**Run 1: cell classes on the final placement**

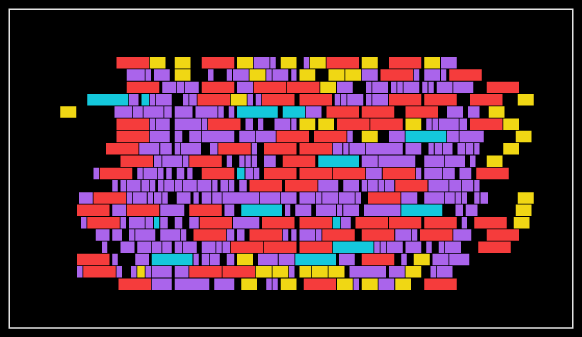
**Run 1: nets reached from selected ports**

Bar = 20 um.
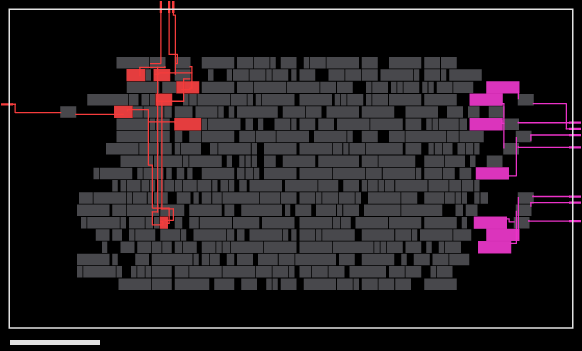
**Run 1: routing congestion map**

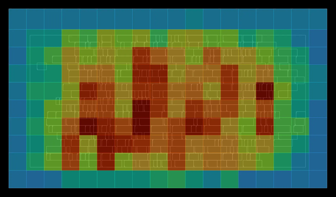
File: config.mk
export PLATFORM = sky130hd
export DESIGN_NAME = seg7_scan_driver
export DESIGN_NICKNAME = d
export VERILOG_FILES = /design/src/rtl/seg7_scan_driver.sv
export SDC_FILE = /design/constraint.sdc
export NUM_CORES = 1
export LEC_CHECK = 0
export CAP_MARGIN = 10
export CORE_ASPECT_RATIO = 0.5
export CORE_MARGIN = 8
export CORE_UTILIZATION = 59
export CTS_CLUSTER_SIZE = 8
export DETAILED_ROUTE_END_ITERATION = 12
export PLACE_DENSITY = 0.9
export REMOVE_ABC_BUFFERS = 1
export SYNTH_ARGS = -nofsm -noshare
export SYNTH_HDL_FRONTEND = slang
export SYNTH_SLANG_ARGS = --single-unit
export TNS_END_PERCENT = 100
File: constraint.sdc
create_clock -name clk -period 6.6 [get_ports clk]
set_input_delay 0.99 -clock clk [delete_from_list [all_inputs] [get_ports clk]]
set_output_delay 0.99 -clock clk [all_outputs]
set_load 0.1 [all_outputs]
File: src/rtl/seg7_scan_driver.sv
// Multiplexed seven-segment scan driver: double-buffered digits committed at frame
// boundaries, leading-zero blanking and per-slot PWM brightness.
module seg7_scan_driver #(
    parameter int NUM_DIGITS  = 4,
    parameter int REFRESH_DIV = 65536
) (
    input  logic                    clk,
    input  logic                    rst,
    input  logic [4*NUM_DIGITS-1:0] value,
    input  logic [NUM_DIGITS-1:0]   dp,
    input  logic                    load,
    input  logic                    blank_lz,
    input  logic [3:0]              bright,
    output logic [6:0]              seg,
    output logic                    dp_n,
    output logic [NUM_DIGITS-1:0]   an,
    output logic                    frame_tick,
    output logic                    pending
);

    localparam int SW   = $clog2(REFRESH_DIV);
    localparam int CW   = SW + 1;
    localparam int IW   = (NUM_DIGITS > 1) ? $clog2(NUM_DIGITS) : 1;
    localparam int STEP = REFRESH_DIV / 16;

    logic [SW-1:0]                slot_cnt_q, slot_cnt_d;
    logic [IW-1:0]                idx_q, idx_d;
    logic [3:0]                   bright_s_q, bright_s_d;
    logic [NUM_DIGITS-1:0][3:0]   shadow_val_q, shadow_val_d;
    logic [NUM_DIGITS-1:0]        shadow_dp_q, shadow_dp_d;
    logic [NUM_DIGITS-1:0][3:0]   active_val_q, active_val_d;
    logic [NUM_DIGITS-1:0]        active_dp_q, active_dp_d;
    logic                         pending_q, pending_d;
    logic                         frame_tick_q, frame_tick_d;
    logic [NUM_DIGITS-1:0]        an_q, an_d;
    logic [6:0]                   seg_q, seg_d;
    logic                         dp_n_q, dp_n_d;

    logic          slot_wrap, idx_last, frame_end, commit;
    logic          slot_on, blanked, lit;
    logic [CW-1:0] on_thr;
    logic [3:0]    nib;

    function automatic logic [6:0] hex_glyph(input logic [3:0] n);
        case (n)
            4'h0: hex_glyph = 7'h40;
            4'h1: hex_glyph = 7'h79;
            4'h2: hex_glyph = 7'h24;
            4'h3: hex_glyph = 7'h30;
            4'h4: hex_glyph = 7'h19;
            4'h5: hex_glyph = 7'h12;
            4'h6: hex_glyph = 7'h02;
            4'h7: hex_glyph = 7'h78;
            4'h8: hex_glyph = 7'h00;
            4'h9: hex_glyph = 7'h10;
            4'hA: hex_glyph = 7'h08;
            4'hB: hex_glyph = 7'h03;
            4'hC: hex_glyph = 7'h46;
            4'hD: hex_glyph = 7'h21;
            4'hE: hex_glyph = 7'h06;
            default: hex_glyph = 7'h0E;
        endcase
    endfunction

    always_comb begin
        slot_wrap  = (slot_cnt_q == SW'(REFRESH_DIV - 1));
        idx_last   = (idx_q == IW'(NUM_DIGITS - 1));
        frame_end  = slot_wrap && idx_last;
        slot_cnt_d = slot_wrap ? '0 : slot_cnt_q + 1'b1;
        idx_d      = idx_q;
        if (slot_wrap) begin
            idx_d = idx_last ? '0 : idx_q + 1'b1;
        end

        // Brightness is latched at slot start so one slot never mixes two duty cycles.
        bright_s_d = (slot_cnt_q == '0) ? bright : bright_s_q;
        on_thr     = CW'((32'(bright_s_d) + 32'd1) * STEP);
        slot_on    = ({1'b0, slot_cnt_q} < on_thr);

        nib     = active_val_q[idx_q];
        blanked = blank_lz && (idx_q != '0);
        for (int k = 0; k < NUM_DIGITS; k++) begin
            if (k >= int'(idx_q) && active_val_q[k] != 4'd0) begin
                blanked = 1'b0;
            end
        end
        lit = slot_on && !blanked;

        an_d = '1;
        if (slot_on) begin
            an_d[idx_q] = 1'b0;
        end
        seg_d  = lit ? hex_glyph(nib) : 7'h7F;
        dp_n_d = lit ? ~active_dp_q[idx_q] : 1'b1;

        // A load coinciding with the boundary commits the old shadow and stays pending.
        commit       = frame_end && pending_q;
        active_val_d = commit ? shadow_val_q : active_val_q;
        active_dp_d  = commit ? shadow_dp_q : active_dp_q;
        shadow_val_d = load ? value : shadow_val_q;
        shadow_dp_d  = load ? dp : shadow_dp_q;
        pending_d    = load || (pending_q && !frame_end);
        frame_tick_d = frame_end;
    end

    always_ff @(posedge clk) begin
        if (rst) begin
            slot_cnt_q   <= '0;
            idx_q        <= '0;
            bright_s_q   <= '0;
            shadow_val_q <= '0;
            shadow_dp_q  <= '0;
            active_val_q <= '0;
            active_dp_q  <= '0;
            pending_q    <= 1'b0;
            frame_tick_q <= 1'b0;
            an_q         <= '1;
            seg_q        <= 7'h7F;
            dp_n_q       <= 1'b1;
        end else begin
            slot_cnt_q   <= slot_cnt_d;
            idx_q        <= idx_d;
            bright_s_q   <= bright_s_d;
            shadow_val_q <= shadow_val_d;
            shadow_dp_q  <= shadow_dp_d;
            active_val_q <= active_val_d;
            active_dp_q  <= active_dp_d;
            pending_q    <= pending_d;
            frame_tick_q <= frame_tick_d;
            an_q         <= an_d;
            seg_q        <= seg_d;
            dp_n_q       <= dp_n_d;
        end
    end

    assign seg        = seg_q;
    assign dp_n       = dp_n_q;
    assign an         = an_q;
    assign frame_tick = frame_tick_q;
    assign pending    = pending_q;

endmodule

==> ds_physical_params.txt, run 1 <==
Physical design parameters

Parameter                              Value

Worst setup path
  Reg2Reg Setup Slack .................. 2.86 ns
  Slowest stage delay, CP .................. 0.45 ns
  Worst flop-to-flop path startpoint .................. slot_cnt_q[0]
  CP startpoint kind .................. register
  Crit path kind .................. reg2reg
  Crit. End Element .................. register
  Required time of the worst setup path .................. 6.78 ns
  FF-to-FF path depth .................. 13
  Cell with the biggest individual delay on the critical path .................. a211oi_4
  R2r endpoint .................. seg[4]
  Most frequent cell on the critical path .................. ha_1
  Critical path arrival .................. 3.93 ns

STA
  Setup TNS after final layout .................. 0 ns
  F_max .................. 0.267 GHz
  Final hold viol count .................. 0
  Slew Limit Fails .................. 0
  Final Critical Period .................. 3.74 ns
  Final setup violating endpoints .................. 0
  Post-layout period usage .................. 0.567
  Measured slew at the worst slew-check pin .................. 1.24 ns
  Slew HR .................. 0.174
  Setup repair after global routing missed its margin .................. false
  Clock skew after layout .................. 0.00635 ns

Clocking
  Post-CTS Setup Bufs .................. 0
  Total CTS buffers .................. 9
  Clock edge transition at the registers on the reported setup and hold paths .................. 0.06 ns
  Number of buffers inserted for hold repair after clock tree synthesis .................. 0
  Deepest clock path buffer count .................. 2
  H-Tree Depth .................. 3
  Clock network latency to the later pin of the worst-skew pair .................. 0.33 ns
  Post-CTS Resized .................. 0
  Clk Tree Root Cell .................. clkbuf_16

GRT
  Most heavily used metal layer in global routing .................. met2
  Number of global-route vias before repair .................. 2758
  Global-route wire length before repair .................. 13200 um
  Maximum number of pins on one net before global-route repair .................. 55

Floorplan
  Total die area .................. 0.00872 mm^2
  FP Rows .................. 19
  Die boundary width .................. 124 um

Route
  Detailed Routing Iterations Pass 1 .................. 7
  DRT iter0 DRCs .................. 193
  Ratio of routed vias to standard cells .................. 5.85
  Detailed-route via count .................. 2675
  Average wire length per cell after detail routing .................. 17.7 um
  DRC violation count after routing .................. 0
  Post-route antenna net violation count .................. 0
  Drt total wl .................. 8090 um

Yosys
  Mux frac, synth .................. 0.167
  Simple-gate share of the synthesized area .................. 0.191
  Number of flops mapped to enable cells by yosys .................. 0
  FFs w/ async S/R, synth .................. 0
  Sequential cell area fraction in the yosys report .................. 0.440
  Compound-gate portion of the synthesized area .................. 0.0582
  Number of instances in the synthesized netlist .................. 345
  Dominant kind of combinational cell .................. simple AND/OR/NAND/NOR gates
  Top cell types by occurrence after synthesis .................. dfxtp_1, nor2_1, mux2i_1
  Chip area in the Yosys report .................. 0.00346 mm^2
  Synth Area in Adders .................. 0.0615
  Syn Area/Cell .................. 10.0 um^2
  Cell Area, Synth .................. 0.00346 mm^2
  Area leader, netlist .................. dfxtp_1
  Post-synthesis cell type count .................. 47
  XORs/XNORs by Area .................. 0.0430
  Prevailing post-synth register cell .................. dfxtp_1

Power
  Worst vdd ir .................. 0.192 mV
  Static Leak .................. 1.61 nW
  Design Power .................. 1.06 mW
  Power density over the cells .................. 256 mW/mm^2

Run status
  Outcome .................. complete, no violations

Hold path
  Hold endpoint .................. shadow_dp_q[2]
  Worst hold path startpoint .................. shadow_dp_q[2]
  Cell count of the worst hold path .................. 2

Finish
  Ratio of cells with drive above 1 in the final layout .................. 0.0990
  Antenna fix cells .................. 0
  Final net count .................. 426
  Finished Cell Area .................. 0.00413 mm^2

Flow run
  Number of warnings in the stage logs .................. 35
  Max-cap violations .................. 0
-- 'cell classes on the final placement' (at the start) --
clock drivers and dummy loads: drawn in cyan, cells 14, share of their area 6.4%. combinational and other logic: drawn in purple, cells 252, share of their area 46%. flops: drawn in red, cells 76, share of their area 38%. other buffers and delay cells: drawn in yellow, cells 42, share of their area 10%.
Core Area: 0.00556 mm^2
post-layout utilization of the core: 0.742

-- 'nets reached from selected ports' (at the start) --
bright: drawn in red, bits 4, direction input, edge 3 top, 1 left, end cells 8, buffers 4, wire 214 um. seg: drawn in magenta, bits 7, direction output, edge right, end cells 7, buffers 7, wire 117 um.
I/O pin total: 42
count of input and output buffers: 41

-- 'routing congestion map' (at the start) --
met2 GRT Util: 0.340
met1 Resource Use GR: 0.179
GR Layer Usage met3: 0.0565
aggregate global-route resource usage: 0.184

-- run 1: critical path, delay by kind of cell (launching register included) --
family | cells | cell delay, ns
adders and majority gates | 3 | 0.70
and+or+nand+nor | 2 | 0.56
AOI/OAI and AO/OA | 5 | 1.30
xor gates and xnor gates | 1 | 0.17
buffers and inverters | 1 | 0.09
DFF | 1 | 0.38
muxes | 1 | 0.37
-- run 1: metal layers --
layer / routed length (um) / up-vias
met4: 391 / 0
li1: - / 1247
met3: 503 / 46
met2: 4220 / 106
met5: 0 / -
met1: 2980 / 1276
-- run 1: final cells by class --
type | count | area [um^2]
Clock inverter | 3 | 15.0
Sequential cell | 76 | 1520
Timing Repair Buffer | 42 | 413
Multi-Input combinational cell | 241 | 1800
Tap cell | 73 | 91.3
Clock buffer | 11 | 243
Fill cell | 353 | 1440
Inverter | 11 | 41.3
-- run 1: cell families (layout without fill, tap and decap cells) --
family	count (synthesis)	in the layout
adders and majority gates	17	17
and+or+nand+nor	130	130
muxes	51	51
buffers and inverters	28	67
DFF	76	76
xor gates and xnor gates	17	17
AOI/OAI and AO/OA	26	26
-- run 1: cell usage in the layout, fill, tap and decap left out, types with 2 or more instances in the layout --
cell             netlist  final
a21oi_1                5      5
a22oi_1                2      2
and3_1                 2      2
clkbuf_16              0      9
clkdlybuf4s50_1        0     40
clkinv_2               0      3
dfxtp_1               76     76
ha_1                  17     17
inv_1                 11     11
mux2_2                 3      3
mux2i_1               42     42
mux4_2                 5      5
nand2_1               20     20
nand3_1               13     13
nand4_1                3      3
nor2_1                64     64
nor2b_1                6      6
nor3_1                 4      4
nor4_1                 2      2
nor4_2                 3      3
o211ai_1               3      3
o21a_1                 3      3
o21ai_0                6      6
xnor2_1                9      9
xor2_1                 8      8
-- run 1: metrics by stage --
stage,hold WS (ns),utilization,instances,setup slack (ns)
6_report,0.491,0.742,457,2.86
5_1_grt,0.531,0.742,457,2.64
4_1_cts,0.498,0.742,457,2.84
3_5_place_dp,0.486,0.695,443,2.59
3_3_place_gp,0.478,0.695,443,2.75
2_1_floorplan,0.455,-,328,3.35
-- run 1: registers in the layout (all words and copies together) (netlist names), named ones only --
signal / cells
active_val_q: 16
bright_s_q: 3
dp_n: 1
pending: 1
shadow_dp_q: 4
slot_cnt_q: 16
active_dp_q: 4
frame_tick: 1
seg: 7
idx_q: 2
an: 4
shadow_val_q: 16
-- run 1: where the power goes --
group          switching, mW  total [mW]  internal (mW)
logic                 0.0862       0.137         0.0510
clock network          0.174       0.432          0.258
registers             0.0108       0.487          0.477
-- run 1: worst max path at each step --
stage	startpoint	to	depth (start not counted)
finish	slot_cnt_q[0]	seg[4]	13
global route	slot_cnt_q[0]	seg[4]	13
CTS	slot_cnt_q[0]	seg[4]	13
detailed placement	bright[0]	seg[4]	10
global placement	bright[0]	seg[2]	10
floorplan	slot_cnt_q[0]	seg[2]	13
**Run 1: cell density map**

Bar = 20 um. The die is cut into 12 by 7 equal tiles; black is low, pale yellow is high, 0 to 100% covered.
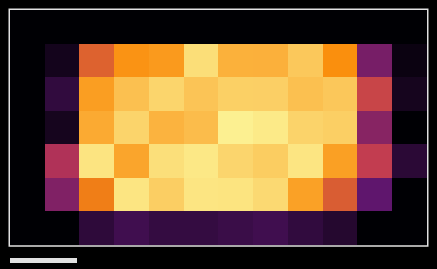

--- run 2 (diff from run 1) ---
--- a/config.mk
+++ b/config.mk
@@ -8,10 +8,10 @@
 export CAP_MARGIN = 10
 export CORE_ASPECT_RATIO = 0.5
 export CORE_MARGIN = 8
-export CORE_UTILIZATION = 59
+export CORE_UTILIZATION = 50
 export CTS_CLUSTER_SIZE = 8
 export DETAILED_ROUTE_END_ITERATION = 12
-export PLACE_DENSITY = 0.9
+export PLACE_DENSITY = 0.82
 export REMOVE_ABC_BUFFERS = 1
 export SYNTH_ARGS = -nofsm -noshare
 export SYNTH_HDL_FRONTEND = slang
==> constraint.sdc (replaced) <==
create_clock -name clk -period 3.25 [get_ports clk]
set_input_delay 0.4875 -clock clk [delete_from_list [all_inputs] [get_ports clk]]
set_output_delay 0.4875 -clock clk [all_outputs]
set_load 0.1 [all_outputs]
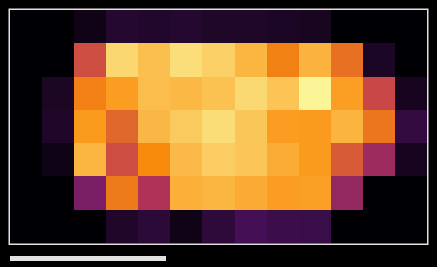
**Above:** run 2 (cell density map).
Bar = 50 um. The die is cut into 13 by 7 equal tiles; black is low, pale yellow is high, 0 to 100% covered.
The densest ninth of the die: middle. The emptiest ninth of the die: bottom left. 23% of the tiles are nearly empty. The fullest tile reaches 98%. The mean over all tiles is 43%. 36% of the tiles are over 75% full.
Pre-Place Util: 0.517
Core Area: 0.00670 mm^2
post-layout utilization of the core: 0.655

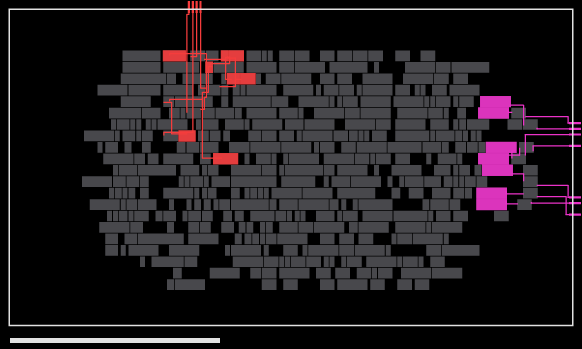
**Above:** run 2 (nets reached from selected ports).
Bar = 50 um.
seg: drawn in magenta, bits 7, direction output, edge right, end cells 7, buffers 7, wire 106 um. bright: drawn in red, bits 4, direction input, edge top, end cells 8, buffers 5, wire 200 um.

==> run 2 against run 1 <==
Total power up 130%. Sequential power up 100%. Fmax up 16%. Critical endpoint unchanged.
==> ds_physical_params.txt, run 2 <==
Physical design parameters

Parameter                              Value

Route
  Post-route antenna net violation count .................. 0
  DRC violation count after routing .................. 0
  Detailed Routing Iterations Pass 1 .................. 4
  Average wire length per cell after detail routing .................. 15.6 um
  DRT iter0 DRCs .................. 92
  Detailed-route via count .................. 2589
  Drt total wl .................. 7700 um

Clocking
  Total CTS buffers .................. 9
  Clock edge transition at the registers on the reported setup and hold paths .................. 0.06 ns
  Clk Tree Root Cell .................. clkbuf_16
  Clock network latency to the later pin of the worst-skew pair .................. 0.33 ns
  H-Tree Depth .................. 3
  CTS tree .................. done
  Deepest clock path buffer count .................. 2

Yosys
  Post-synthesis cell type count .................. 47
  Area leader, netlist .................. dfxtp_1
  Chip area in the Yosys report .................. 0.00346 mm^2
  FFs w/ async S/R, synth .................. 0
  Syn Area/Cell .................. 10.0 um^2
  Cell Area, Synth .................. 0.00346 mm^2
  Sequential cell area fraction in the yosys report .................. 0.440
  Prevailing post-synth register cell .................. dfxtp_1
  Number of instances in the synthesized netlist .................. 345
  Top cell types by occurrence after synthesis .................. dfxtp_1, nor2_1, mux2i_1

GRT
  Most heavily used metal layer in global routing .................. met2
  Met2 GRT Util .................. 0.300
  Maximum number of pins on one net before global-route repair .................. 55
  Number of global-route vias before repair .................. 2662
  GR Layer Usage met3 .................. 0.0433

Hold path
  Cell count of the worst hold path .................. 2
  Worst hold path startpoint .................. shadow_dp_q[0]
  Hold endpoint .................. shadow_dp_q[0]

STA
  F_max .................. 0.309 GHz
  Final Critical Period .................. 3.24 ns
  Setup repair after global routing missed its margin .................. true
  Final setup violating endpoints .................. 0
  Minimum setup slack in the final design .................. 0.0106 ns
  Measured slew at the worst slew-check pin .................. 0.979 ns
  Post-layout period usage .................. 0.997
  Final hold viol count .................. 0
  Clock skew after layout .................. 0.00551 ns
  Setup TNS after final layout .................. 0 ns

Power
  Static Leak .................. 1.73 nW
  Power density over the cells .................. 548 mW/mm^2
  Worst vdd ir .................. 0.275 mV

Finish
  Antenna fix cells .................. 0
  Largest regs .................. active_val_q x16, shadow_val_q x16, slot_cnt_q x16
  Ratio of cells with drive above 1 in the final layout .................. 0.157
  Most frequent cells in the layout .................. dfxtp_1, nor2_1, mux2i_1
  Final net count .................. 441
  Commonest non-fill, non-tap cell in the layout .................. dfxtp_1

Worst setup path
  Critical path arrival .................. 3.45 ns
  CP startpoint kind .................. register
  Required time of the worst setup path .................. 3.46 ns
  Crit path kind .................. reg2reg
  Reg2Reg Setup Slack .................. 0.01 ns
  Crit. End Element .................. register
  FF-to-FF path depth .................. 12
  Worst flop-to-flop path startpoint .................. slot_cnt_q[8]
  R2r endpoint .................. seg[4]

Placed design
  DP Worst Slack .................. -0.0844 ns
  Count of input and output buffers .................. 41

Run status
  Outcome .................. complete, no violations

Floorplan
  I/O pin total .................. 42
  Total die area .................. 0.0100 mm^2
  FP Rows .................. 21

Flow run
  Number of warnings in the stage logs .................. 36
  Max-cap violations .................. 0
run 2: worst max path at each step:
stage,slack (ns),cells after the start,end,startpoint
after global routing,-0.13,12,seg[6],slot_cnt_q[8]
after global placement,-0.00008,10,seg[2],bright[1]
after floorplan,0.002,13,seg[2],slot_cnt_q[0]
after CTS,0.03,13,dp_n,slot_cnt_q[1]
final,0.01,12,seg[4],slot_cnt_q[8]
after detailed placement,-0.08,10,seg[4],bright[1]
run 2: report_power, final:
part           internal, mW  switching, mW  leakage [nW]
registers             0.968         0.0184         0.621
logic                 0.122          0.185         0.950
clock network         0.747          0.366         0.163
total                  1.84          0.570          1.73
run 2: logic make-up (layout without fill, tap and decap cells):
family                     count (synthesis)  after routing  share of synthesized area
and+or+nand+nor                          130            130                      0.191
DFF                                       76             76                      0.440
muxes                                     51             51                      0.167
buffers and inverters                     28             84                     0.0398
AOI/OAI and AO/OA                         26             26                     0.0582
adders and majority gates                 17             17                     0.0615
xor gates and xnor gates                  17             17                     0.0430
run 2: cell type report:
cell class	instances	area, um^2	share of cell area
inverters	11	41.3	0.00941
flip-flops and latches	76	1520	0.347
clock buffers	11	233	0.0530
repair buffers	57	527	0.120
clock inverters	5	100	0.0228
multi-input cells	241	1850	0.421
well taps	92	115	0.0262
run 2: metrics by stage:
stage	hold slack, ns	power (mW)	instance area, um^2	cells
floorplan	0.455	1.18	3360	328
global placement	0.473	1.28	3990	475
detailed placement	0.488	1.29	3990	475
CTS	0.501	2.40	4330	492
global route	0.522	2.49	4390	493
finish	0.495	2.41	4390	493
run 2: repair_timing:
action,in CTS,in global routing
hold endpoints to repair,0,0
hold buffers,0,0
gates resized,0,13
pin swaps,1,3
buffers inserted,1,1
setup endpoints to repair,7,12
run 2: critical path, cell delays in order (launching register included):
cell and delay, ns:
dfxtp_1 0.34, nor4_2 0.33, nand4_2 0.21, mux2_4 0.36, ha_4 0.17, xor2_1 0.15, ha_1 0.30, a2111o_1 0.43
o21ai_1 0.21, a22oi_2 0.12, a211oi_4 0.24, buf_6 0.17, o211ai_1 0.08
run 2: per-layer routing:
layer | share of wire | up-vias
met2 | 0.54 | 50
met4 | 0.022 | 0
met1 | 0.39 | 1241
met5 | 0 | -
met3 | 0.043 | 14
li1 | - | 1284
**Run 2: cell classes on the final placement**

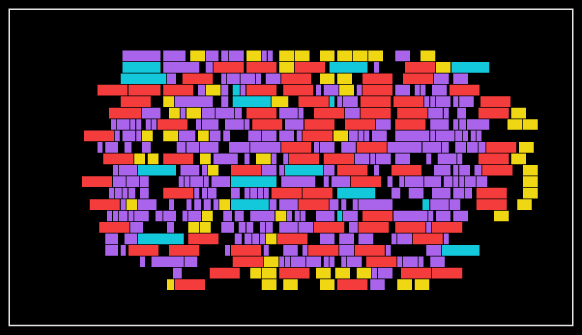

--- run 3 (diff from run 2) ---
--- a/config.mk
+++ b/config.mk
@@ -6,7 +6,7 @@
 export NUM_CORES = 1
 export LEC_CHECK = 0
 export CAP_MARGIN = 10
-export CORE_ASPECT_RATIO = 0.5
+export CORE_ASPECT_RATIO = 1.4
 export CORE_MARGIN = 8
 export CORE_UTILIZATION = 50
 export CTS_CLUSTER_SIZE = 8
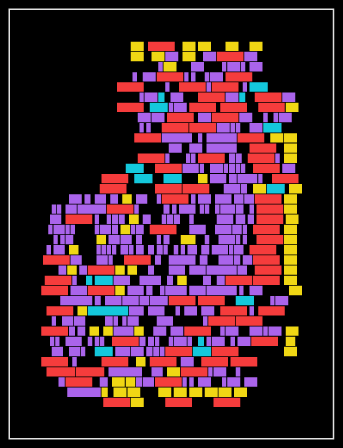
**Above:** run 3 (cell classes on the final placement).
flops: drawn in red, cells 76, share of their area 37%. combinational and other logic: drawn in purple, cells 252, share of their area 45%. clock drivers and dummy loads: drawn in cyan, cells 16, share of their area 4.9%. other buffers and delay cells: drawn in yellow, cells 59, share of their area 13%.
flop share of the area: 0.357
post-layout utilization of the core: 0.624
FP Rows: 36
Finished Cell Area: 0.00427 mm^2
Core Area: 0.00685 mm^2

==> run 3 against run 2 <==
Wire length down 11%. Critical path type unchanged. First-iteration DRC count up 14%. Synthesized cell count unchanged. Total power decreased by 17%. Hold slack about the same. Via count shrank 2.9%. Worst setup slack better by 0.041 ns.
==> ds_physical_params.txt, run 3 <==
Physical design parameters

Parameter                              Value

Worst setup path
  Cell with the biggest individual delay on the critical path .................. a2111o_1
  Most frequent cell on the critical path .................. ha_4
  Required time of the worst setup path .................. 3.48 ns
  Worst-path cell chain .................. inv_2 > ha_4 > nor4b_4 > nand4_2 > mux2_4 > ha_4 > xor2_1 > ha_1 > a2111o_1 > o21ai_1 > a22oi_2 > a211oi_4 > buf_6 > o211ai_1
  Critical path arrival .................. 3.43 ns
  Crit. End Element .................. register
  Crit path kind .................. reg2reg
  Slowest stage delay, CP .................. 0.43 ns

Route
  Detailed Routing Iterations Pass 1 .................. 4
  Drt total wl .................. 6860 um
  Ratio of routed vias to standard cells .................. 5.05
  Average wire length per cell after detail routing .................. 13.8 um
  Post-route antenna net violation count .................. 0
  DRT iter0 DRCs .................. 105

Flow run
  Number of warnings in the stage logs .................. 36
  Max-cap violations .................. 0

Power
  Power density over the cells .................. 469 mW/mm^2
  Worst vdd ir .................. 0.345 mV
  Static Leak .................. 1.69 nW

Yosys
  FFs w/ async S/R, synth .................. 0
  Number of instances in the synthesized netlist .................. 345
  Area leader, netlist .................. dfxtp_1
  Compound-gate portion of the synthesized area .................. 0.0582
  Syn Area/Cell .................. 10.0 um^2
  Mux frac, synth .................. 0.167
  Number of flops mapped to enable cells by yosys .................. 0
  XORs/XNORs by Area .................. 0.0430
  Simple-gate share of the synthesized area .................. 0.191
  Sequential cell area fraction in the yosys report .................. 0.440
  Chip area in the Yosys report .................. 0.00346 mm^2

Floorplan
  Pre-Place Util .................. 0.505
  I/O pin total .................. 42
  Die boundary width .................. 86.3 um
  Total die area .................. 0.00988 mm^2

STA
  Minimum setup slack in the final design .................. 0.0512 ns
  Post-layout period usage .................. 0.984
  Clock skew after layout .................. 0.00347 ns
  Slew HR .................. 0.347
  Final hold viol count .................. 0
  Final setup violating endpoints .................. 0
  Measured slew at the worst slew-check pin .................. 0.977 ns
  Setup repair after global routing missed its margin .................. true
  Slew Limit Fails .................. 0
  Final Critical Period .................. 3.20 ns
  Hold Worst Slack .................. 0.495 ns

Finish
  Most frequent cells in the layout .................. dfxtp_1, nor2_1, mux2i_1
  Layout filler cell count .................. 578
  Largest regs .................. active_val_q x16, shadow_val_q x16, slot_cnt_q x16
  Final net count .................. 443

Placed design
  DP Worst Slack .................. -0.0683 ns

Clocking
  Deepest clock path buffer count .................. 2
  CTS tree .................. done
  Total CTS buffers .................. 9
  Clock network latency to the later pin of the worst-skew pair .................. 0.35 ns
  Clk Tree Root Cell .................. clkbuf_8
  H-Tree Depth .................. 3
  Number of buffers inserted for hold repair after clock tree synthesis .................. 0

GRT
  Number of global-route vias before repair .................. 2638

Run status
  Outcome .................. complete, no violations
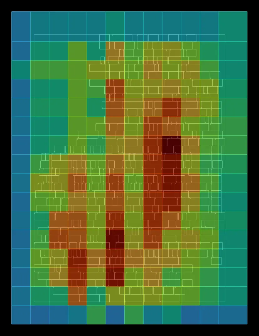
**Above:** run 3 (routing congestion map).
GR Layer Usage met3: 0.0467
aggregate global-route resource usage: 0.147
met2 GRT Util: 0.272
most heavily used metal layer in global routing: met2

[run 3: worst paths after layout]
path	startpoint	endpoint	slack, ns	depth (start not counted)
hold reg to reg	active_dp_q[1]	active_dp_q[1]	0.49	2
setup reg to reg	slot_cnt_q[0]	seg[6]	0.05	14
setup / recovery	slot_cnt_q[0]	seg[6]	0.05	14
hold / removal	active_dp_q[1]	active_dp_q[1]	0.49	2
[run 3: per-stage QoR]
| step | instances | setup TNS (ns) | cell area, um^2 |
|---|---|---|---|
| 6_report | 498 | 0 | 4270 |
| 3_3_place_gp | 481 | 0 | 4010 |
| 4_1_cts | 498 | 0 | 4230 |
| 2_1_floorplan | 328 | 0 | 3360 |
| 3_5_place_dp | 481 | -0.303 | 4010 |
| 5_1_grt | 498 | -0.554 | 4270 |
[run 3: logic make-up after synthesis]
| logic type | count (synthesis) |
|---|---|
| AND-OR/OR-AND | 26 |
| flip-flops | 76 |
| buffers and inverters | 28 |
| adder cells (fa/ha/maj) | 17 |
| XOR/XNOR | 17 |
| multiplexers | 51 |
| AND/OR/NAND/NOR | 130 |
[run 3: repair_timing]
action                                  4_1_cts  5_1_grt
pin swaps                                     2        1
resized                                       1       11
setup buffers                                 1        0
endpoints found under the setup margin        7       12
[run 3: final cells by class]
class	instances	area, um^2	share of cell area
Inverter	11	41.3	0.00967
Sequential cell	76	1520	0.357
Multi-Input combinational cell	241	1840	0.432
Tap cell	95	119	0.0278
Clock buffer	11	151	0.0354
Timing Repair Buffer	59	542	0.127
Clock inverter	5	50.0	0.0117
[run 3: report_power, final]
group	switching [mW]	leakage, nW	internal [mW]	total (mW)
Combinational	0.180	0.960	0.123	0.303
Sequential	0.0184	0.621	0.967	0.985
Clock	0.326	0.109	0.391	0.717
[run 3: worst max-delay path: cells and delay by family, from the launching register on]
family / cells / cell delay, ns
fa+ha+maj: 3 / 0.60
buf+inv: 2 / 0.23
mux: 1 / 0.36
compound gates: 5 / 1.06
flops: 1 / 0.33
simple gates: 2 / 0.36
xor+xnor: 1 / 0.16
[run 3: per-layer routing]
layer / vias to the layer above / share of wire / GRT usage
met3: 20 / 0.044 / 0.0467
met2: 44 / 0.54 / 0.272
met5: - / 0 / 0
met1: 1168 / 0.38 / 0.137
met4: 0 / 0.035 / 0.0900
li1: 1282 / - / -
Power is estimated from default activity; no workload was simulated.
